**config.mk**
```make
export PLATFORM = sky130hd
export DESIGN_NAME = timer_dev_flat
export DESIGN_NICKNAME = d
export VERILOG_FILES = /design/src/rtl/timer_pkg.sv /design/src/rtl/timer_if.sv /design/src/rtl/timer_prescaler.sv /design/src/rtl/timer_dev.sv /design/src/flat_wrapper.sv
export SDC_FILE = /design/constraint.sdc
export NUM_CORES = 1
export LEC_CHECK = 0
export ABC_AREA = 1
export ABC_CLOCK_PERIOD_IN_PS = 3800
export CAP_MARGIN = 20
export CELL_PAD_IN_SITES_DETAIL_PLACEMENT = 0
export CELL_PAD_IN_SITES_GLOBAL_PLACEMENT = 1
export CORE_MARGIN = 4
export CORE_UTILIZATION = 35
export DETAILED_ROUTE_END_ITERATION = 12
export PLACE_DENSITY = 0.71
export SLEW_MARGIN = 25
export SYNTH_ARGS = -nofsm -noshare
export SYNTH_HDL_FRONTEND = slang
export SYNTH_SLANG_ARGS = --single-unit
export TNS_END_PERCENT = 30
```
**constraint.sdc**
```tcl
create_clock -name clk -period 3.8 [get_ports clk]
set_input_delay 1.14 -clock clk [delete_from_list [all_inputs] [get_ports clk]]
set_output_delay 1.14 -clock clk [all_outputs]
set_load 0.01 [all_outputs]
```
**src/rtl/timer_pkg.sv**
```systemverilog
// timer_pkg: shared constants and FSM encoding for the memory-mapped down-counting timer.
// Rev 1.0
`default_nettype none

package timer_pkg;

    localparam logic [1:0] c_add_ctrl     = 2'd0;
    localparam logic [1:0] c_add_preset   = 2'd1;
    localparam logic [1:0] c_add_count    = 2'd2;
    localparam logic [1:0] c_add_prescale = 2'd3;

    localparam int c_ctrl_en       = 0;
    localparam int c_ctrl_mode_lsb = 1;
    localparam int c_ctrl_mode_msb = 2;
    localparam int c_ctrl_im       = 3;

    localparam logic [1:0] c_mode_oneshot = 2'b00;
    localparam logic [1:0] c_mode_reload  = 2'b01;

    typedef enum logic [1:0] {
        ST_IDLE = 2'd0,
        ST_LOAD = 2'd1,
        ST_CNT  = 2'd2,
        ST_INT  = 2'd3
    } timer_state_e;

endpackage

`default_nettype wire

```
**src/rtl/timer_if.sv**
```systemverilog
// timer_if: bridge-side register bus of one timer instance (word select, strobe, data, IRQ).
// Rev 1.0
`default_nettype none

interface timer_if;
    logic [1:0]  ADD;
    logic        WE;
    logic [31:0] DIN;
    logic [31:0] DOUT;
    logic        IRQ;

    modport master (output ADD, WE, DIN, input DOUT, IRQ);
    modport slave  (input ADD, WE, DIN, output DOUT, IRQ);
endinterface

`default_nettype wire

```
**src/rtl/timer_prescaler.sv**
```systemverilog
// timer_prescaler: tick divider, one tick every PRESCALE+1 clocks; restart zeroes the divider.
// Rev 1.0
`default_nettype none

module timer_prescaler #(
    parameter int PRESCALE_W = 16
) (
    input  wire logic                  clk,
    input  wire logic                  reset,
    input  wire logic                  restart,
    input  wire logic [PRESCALE_W-1:0] prescale,
    output wire logic                  tick
);

    logic [PRESCALE_W-1:0] r_div;

    assign tick = (r_div == prescale);

    always_ff @(posedge clk or posedge reset) begin
        if (reset) begin
            r_div <= '0;
        end else if (restart || tick) begin
            r_div <= '0;
        end else begin
            r_div <= r_div + 1'b1;
        end
    end

endmodule

`default_nettype wire

```
**src/rtl/timer_dev.sv**
```systemverilog
// timer_dev: 32-bit down-counting timer with CTRL/PRESET/COUNT registers, one-shot/auto-reload and IRQ.
// Optional PRESCALE register and tick divider under macro TIMER_PRESCALER_EN. Rev 1.0
`default_nettype none

module timer_dev
    import timer_pkg::*;
#(
    parameter int PRESCALE_W = 16
) (
    input  wire logic clk,
    input  wire logic reset,
    timer_if.slave    bus
);

    logic [3:0]   r_ctrl;
    logic [31:0]  r_preset;
    logic [31:0]  r_count;
    logic         r_pend;
    logic         r_pulse;
    timer_state_e r_state;
    timer_state_e w_state_nxt;

    logic w_tick, w_load, w_dec, w_expire, w_fire, w_reload;
    logic w_wr_ctrl, w_wr_preset;
    logic [31:0] w_prescale_rd;

    if (PRESCALE_W < 1 || PRESCALE_W > 32) begin : g_bad_prescale_w
        $error("timer_dev: PRESCALE_W must be 1..32");
    end

    assign w_wr_ctrl   = bus.WE && (bus.ADD == c_add_ctrl);
    assign w_wr_preset = bus.WE && (bus.ADD == c_add_preset);
    assign w_reload    = (r_ctrl[c_ctrl_mode_msb:c_ctrl_mode_lsb] == c_mode_reload);

`ifdef TIMER_PRESCALER_EN
    logic [PRESCALE_W-1:0] r_prescale;
    logic                  w_wr_prescale;

    assign w_wr_prescale = bus.WE && (bus.ADD == c_add_prescale);
    assign w_prescale_rd = 32'(r_prescale);

    always_ff @(posedge clk or posedge reset) begin
        if (reset) begin
            r_prescale <= '0;
        end else if (w_wr_prescale) begin
            r_prescale <= bus.DIN[PRESCALE_W-1:0];
        end
    end

    timer_prescaler #(.PRESCALE_W(PRESCALE_W)) u_prescaler (
        .clk      (clk),
        .reset    (reset),
        .restart  (w_wr_prescale || (w_state_nxt == ST_LOAD && r_state != ST_LOAD)),
        .prescale (r_prescale),
        .tick     (w_tick)
    );
`else
    assign w_tick        = 1'b1;
    assign w_prescale_rd = 32'd0;
`endif

    // EN low overrides everything, independent of the tick.
    always_comb begin
        w_state_nxt = r_state;
        w_load      = 1'b0;
        w_dec       = 1'b0;
        w_expire    = 1'b0;
        w_fire      = 1'b0;
        if (!r_ctrl[c_ctrl_en]) begin
            w_state_nxt = ST_IDLE;
        end else if (w_tick) begin
            unique case (r_state)
                ST_IDLE: w_state_nxt = ST_LOAD;
                ST_LOAD: begin
                    w_load      = 1'b1;
                    w_state_nxt = ST_CNT;
                end
                ST_CNT: begin
                    if (r_count > 32'd1) begin
                        w_dec = 1'b1;
                    end else begin
                        w_expire    = 1'b1;
                        w_state_nxt = ST_INT;
                    end
                end
                ST_INT: begin
                    w_fire      = 1'b1;
                    w_state_nxt = w_reload ? ST_LOAD : ST_IDLE;
                end
                default: w_state_nxt = ST_IDLE;
            endcase
        end
    end

    always_ff @(posedge clk or posedge reset) begin
        if (reset) begin
            r_state  <= ST_IDLE;
            r_count  <= '0;
            r_preset <= '0;
        end else begin
            r_state <= w_state_nxt;
            if (w_load) begin
                r_count <= r_preset;
            end else if (w_dec) begin
                r_count <= r_count - 32'd1;
            end else if (w_expire) begin
                r_count <= '0;
            end
            if (w_wr_preset) begin
                r_preset <= bus.DIN;
            end
        end
    end

    // A CPU CTRL write wins over the FSM: it keeps its EN value and suppresses irq_pend.
    // r_pulse marks an auto-reload pend so it drops after exactly one clock.
    always_ff @(posedge clk or posedge reset) begin
        if (reset) begin
            r_ctrl  <= '0;
            r_pend  <= 1'b0;
            r_pulse <= 1'b0;
        end else begin
            r_pulse <= w_fire && w_reload && !w_wr_ctrl;
            if (w_wr_ctrl) begin
                r_ctrl <= bus.DIN[3:0];
                r_pend <= 1'b0;
            end else if (w_fire) begin
                r_pend <= 1'b1;
                if (!w_reload) begin
                    r_ctrl[c_ctrl_en] <= 1'b0;
                end
            end else if (r_pulse) begin
                r_pend <= 1'b0;
            end
        end
    end

    always_comb begin
        bus.DOUT = 32'd0;
        unique case (bus.ADD)
            c_add_ctrl:     bus.DOUT = {28'd0, r_ctrl};
            c_add_preset:   bus.DOUT = r_preset;
            c_add_count:    bus.DOUT = r_count;
            c_add_prescale: bus.DOUT = w_prescale_rd;
            default:        bus.DOUT = 32'd0;
        endcase
    end

    assign bus.IRQ = r_ctrl[c_ctrl_im] & r_pend;

endmodule

`default_nettype wire
```
**src/flat_wrapper.sv**
```systemverilog
// flat-port wrapper written by rule: the top's interface ports become plain ports
module timer_dev_flat import timer_pkg::*;
#(
    parameter int PRESCALE_W = 16
)
  (clk, reset, bus_ADD, bus_WE, bus_DIN, bus_DOUT, bus_IRQ);
  timer_if bus_i ();
  input  wire logic clk;
  input  wire logic reset;
  input wire logic [$bits(bus_i.ADD)-1:0] bus_ADD;
  input wire logic [$bits(bus_i.WE)-1:0] bus_WE;
  input wire logic [$bits(bus_i.DIN)-1:0] bus_DIN;
  output wire logic [$bits(bus_i.DOUT)-1:0] bus_DOUT;
  output wire logic [$bits(bus_i.IRQ)-1:0] bus_IRQ;
  assign bus_i.ADD = bus_ADD;
  assign bus_i.WE = bus_WE;
  assign bus_i.DIN = bus_DIN;
  assign bus_DOUT = bus_i.DOUT;
  assign bus_IRQ = bus_i.IRQ;
  timer_dev #(.PRESCALE_W(PRESCALE_W)) u_core (.clk(clk), .reset(reset), .bus(bus_i));
endmodule
```
==> git commit body <==
Add synthesis and place-and-route results

* Signed area change from the synthesized netlist to the final layout: 25.9%
- Critical path arrival: 2600 ps
* Total negative slack: 0 ps
- The cell-mix breakdown from Yosys lists the compound-gate area share as 0.214.
* Antenna diode instance count: 0
- The setup path with the least slack is of type input port to primary output.
- In the routed design, unresolved DRC markers number 0.
- The synthesis log from Yosys contains 0 warnings.
* Total leakage power: 2.68 nW
* Max-cap check violation count: 0
* Maximum number of pins on one net before global-route repair: 41
- For the finished layout, the period the worst path requires is 3740 ps.
* Power consumed by the clock network: 0.000771 W
- Per the layout area report, the sequential fraction of cell area is 0.330.
- Start of the worst register-to-register path: u_core.r_count[0]$_DFFE_PP0P_
* Met3 Wirelength: 518 um
- Ratio of cells with drive above 1 in the final layout: 0.0953
- The die is 119 um wide.
- After synthesis the netlist holds a flip-flop and latch count of 72.
- Buffers inserted during clock tree synthesis total 9.
- In the layout the commonest cells are 99 x sky130_fd_sc_hd__nand2_1, 88 x sky130_fd_sc_hd__nor2_1, 87 x sky130_fd_sc_hd__inv_1.
- The registers reported with the highest flop counts are u_core.r_count: 32 flops, u_core.r_preset: 32 flops, u_core.r_ctrl: 4 flops.
- The power report attributes to the combinational group a share of 0.438.
- Setup Buffers After CTS: 0
* Worst endpoint required time: 2660 ps
* Post-Synthesis Mean Instance Area: 7.66 um2
- Per the OpenROAD floorplan log, the area of the core is 0.0121 mm2.
- Combinational gates: 386
- The setup check on the worst reg-to-reg path leaves a slack of 1750 ps.
- Die height: 119 um
- Wire segments on met2 add up to 5610 um in the final route.
* Most common logic cell in the routed design: sky130_fd_sc_hd__nand2_1
- Worst hold path type: flip-flop to flip-flop
- WHS Path Cells: 2
- The net count after synthesis is 610.
* Cell internal power dissipation: 0.00208 W
- Post-Route WL: 11,700 um
- Pin slew with the least headroom to its limit: 671 ps
- Of the available clock period, the critical path in the final layout requires 0.984.
- The share of total power dissipated in sequential elements is 0.345.
- During placement, the flow inserted port buffers numbering 69.
- After the last flow step, the layout net total stands at 678.
* Number of H-tree levels: 3
- The first routing iteration left 215 violations.
- Status: complete, no violations
- The iteration count recorded for the first detailed-route pass is 4.
- Fill cells: 1,252
- Comb. cell area: 0.00211 mm2
* Ys cells: 567
- Synth Instances: 567
- Simple-Gate Fraction of Synth Area: 0.223
- The switching portion of total power comes to 0.411.
* Clock power share: 0.218
- Number of sequential storage elements: 72
- TritonCTS clock tree: yes
* Largest fanout on the critical path: 5
* Sum of net half-perimeters after detailed placement: 8540 um
- The launch point of the worst min-delay path is recorded as u_core.r_preset[1]$_DFFE_PP0P_.
- The number of global-route vias before repair came to 3,964.
* Arithmetic-cell share of the synthesized area counting full adders, half adders and majority gates: 0.0173
- The final timing report lists a hold violation count of 0.
- STA lists the endpoint of the worst register-to-register path as u_core.r_count[21]$_DFFE_PP0P_.
- Fraction of area in clock buffers and inverters: 0.0488
- Power drawn by the combinational cells: 0.00155 W
* CTS sink cnt: 72
* Layout buffering overhead excluding clock cells: 0.136
* Dominant combinational cell family by area after synthesis: simple AND/OR/NAND/NOR gates
- Cell group occupying the most layout area: multi-input combinational cells
* Avg Vias per Cell: 4.88
- CTS clock-pin slew for the worst setup and hold paths: 60 ps
- Cells resized by post-CTS repair: 31
* Power group with the highest consumption: combinational logic
- Top sig layer: met4
* Antenna violations before repair: 0
- Hold worst-path end: u_core.r_preset[1]$_DFFE_PP0P_
* Fraction of synthesized area in multiplexers: 0
- Pwr dens: 648 mW/mm2
- Setup repair after global routing missed its margin: yes
- The layout report lists the combined flip-flop and latch area as 0.00180 mm2.
- The routed layout has 3,945 vias.
- OpenROAD warning count: 31
-- cells in the mapped netlist --
master / n / area, um2
sky130_fd_sc_hd__nand2_1: 101 / 379
sky130_fd_sc_hd__nor2_1: 89 / 334
sky130_fd_sc_hd__inv_1: 88 / 330
sky130_fd_sc_hd__dfrtp_1: 72 / 1800
sky130_fd_sc_hd__o22ai_1: 58 / 363
sky130_fd_sc_hd__a21oi_1: 28 / 140
sky130_fd_sc_hd__o21ai_0: 22 / 110
sky130_fd_sc_hd__o21bai_2: 20 / 225
sky130_fd_sc_hd__clkbuf_1: 17 / 63.8
sky130_fd_sc_hd__xor2_1: 14 / 123
sky130_fd_sc_hd__nand3_1: 11 / 55.1
sky130_fd_sc_hd__o21bai_1: 8 / 60.1
sky130_fd_sc_hd__nand4_1: 7 / 43.8
sky130_fd_sc_hd__ha_1: 6 / 75.1
sky130_fd_sc_hd__nand2_2: 3 / 18.8
sky130_fd_sc_hd__nor2_2: 3 / 18.8
sky130_fd_sc_hd__nor2_4: 3 / 33.8
sky130_fd_sc_hd__buf_2: 2 / 10.0
sky130_fd_sc_hd__buf_8: 2 / 30.0
sky130_fd_sc_hd__nand2_4: 2 / 22.5
sky130_fd_sc_hd__nand3b_1: 2 / 15.0
sky130_fd_sc_hd__nor3_1: 2 / 10.0
sky130_fd_sc_hd__o211ai_1: 2 / 15.0
sky130_fd_sc_hd__o221ai_1: 2 / 17.5
sky130_fd_sc_hd__nand3_4: 1 / 17.5
sky130_fd_sc_hd__nor2_8: 1 / 20.0
sky130_fd_sc_hd__xnor2_1: 1 / 8.76
-- worst max path at each step --
| stage | from | to | slack [ps] | cells after the start |
|---|---|---|---|---|
| 4_1_cts | bus_ADD[0] | bus_DOUT[2] | 30 | 7 |
| 3_3_place_gp | bus_ADD[0] | bus_DOUT[22] | -200 | 7 |
| 6_report | bus_ADD[1] | bus_DOUT[2] | 60 | 5 |
| 5_1_grt | bus_ADD[1] | bus_DOUT[2] | -20 | 5 |
| 3_5_place_dp | bus_ADD[0] | bus_DOUT[22] | -200 | 7 |
| 2_1_floorplan | bus_ADD[0] | bus_DOUT[0] | 780 | 5 |
-- metrics by stage --
| stage | area, um2 | total power (W) | setup WS [ps] | cells | hold slack, ps |
|---|---|---|---|---|---|
| floorplan | 4340 | 0.00235 | 783 | 567 | 453 |
| global placement | 5230 | 0.00280 | -197 | 792 | 466 |
| detailed placement | 5240 | 0.00283 | -199 | 792 | 479 |
| CTS | 5460 | 0.00358 | 26.9 | 808 | 494 |
| global route | 5460 | 0.00383 | -17.1 | 808 | 518 |
| finish | 5460 | 0.00354 | 59.5 | 808 | 493 |
-- worst max-delay path: stages --
cell	delay, ps
sky130_fd_sc_hd__clkdlybuf4s50_1	480
sky130_fd_sc_hd__nor2_1	270
sky130_fd_sc_hd__nand2_1	90
sky130_fd_sc_hd__nand3_1	100
sky130_fd_sc_hd__clkdlybuf4s50_1	540
-- metal layers --
layer / up-vias / global-route usage
met5: - / 0
met4: 0 / 0.0437
met3: 8 / 0.0361
met2: 69 / 0.281
met1: 1874 / 0.225
li1: 1994 / -
==> images/metal_density.png <==
(3 px per um) 24 x 24 tiles, from white (low) to dark blue (high), scaled to the fullest tile. Values are wire area over tile area, all layers added.
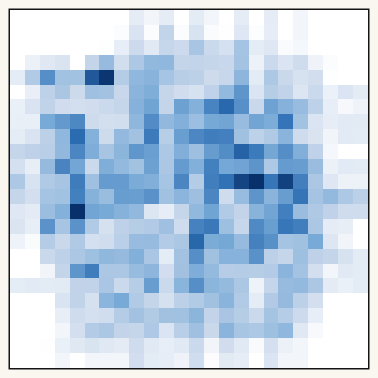
tiles over half the peak: 15%
emptiest ninth of the die: upper right
fullest tile: 0.46
nearly empty tiles: 16%
mean over tiles: 0.13

==> images/congestion.png <==
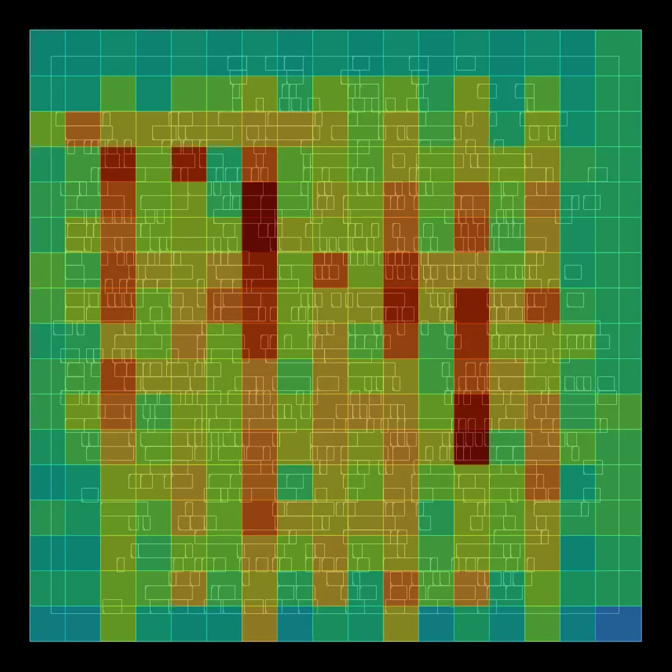
wire per inst: 14.5 um
met1 Track Usage GR: 0.225
utilization after layout: 0.453
All-Layer GR Usage: 0.169
Global Route met2 Usage: 0.281

==> images/clk_routes.png <==
(3 px per um)
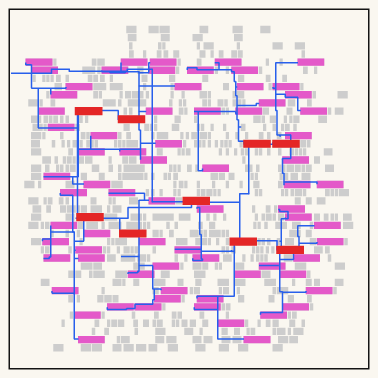
legend:
  clock drivers:
    color: red
    count: 9
  clock wires:
    color: blue
    length: 1,060 um
  flip-flops:
    color: magenta
    count: 72
routed clock nets: 10
final worst clock skew: 5.07 ps
Insertion Delay late pin: 330 ps

==> images/detail.png <==
Window x 45 to 75, y 21 to 51 um. Cells in gray, sequential cells in the stronger gray; small squares are vias.
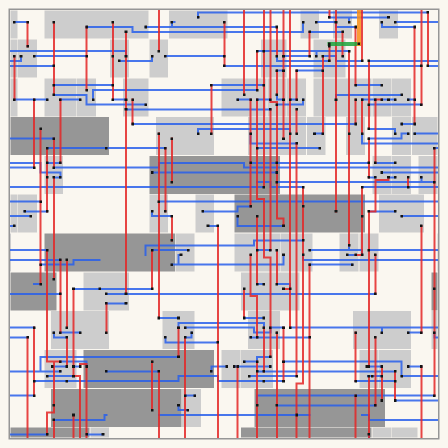
legend:
  metal 1:
    color: blue
  metal 2:
    color: red
  metal 3:
    color: green
  metal 4:
    color: orange
netlist names of flops here include: u_core.r_count (5), u_core.r_preset (2)
most frequent: nor2_1 (9), nand2_1 (9), inv_1 (8)
cells with their middle in the window: 56
sequential cells in the window: 7

==> images/logic_types.png <==
(4 px per um)
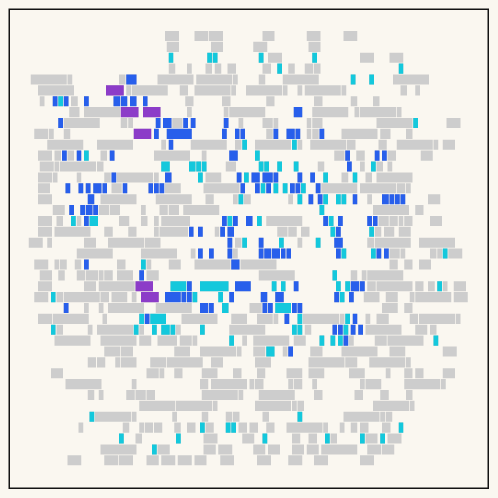
legend:
  fa/ha/maj cells:
    color: purple
    cells: 6
    most_used: ha_1
  nor cells:
    color: cyan
    cells: 98
    most_used: nor2_1
  nand cells:
    color: blue
    cells: 127
    most_used: nand2_1

Power figures rest on the tool's default switching activity, not on a simulated workload.
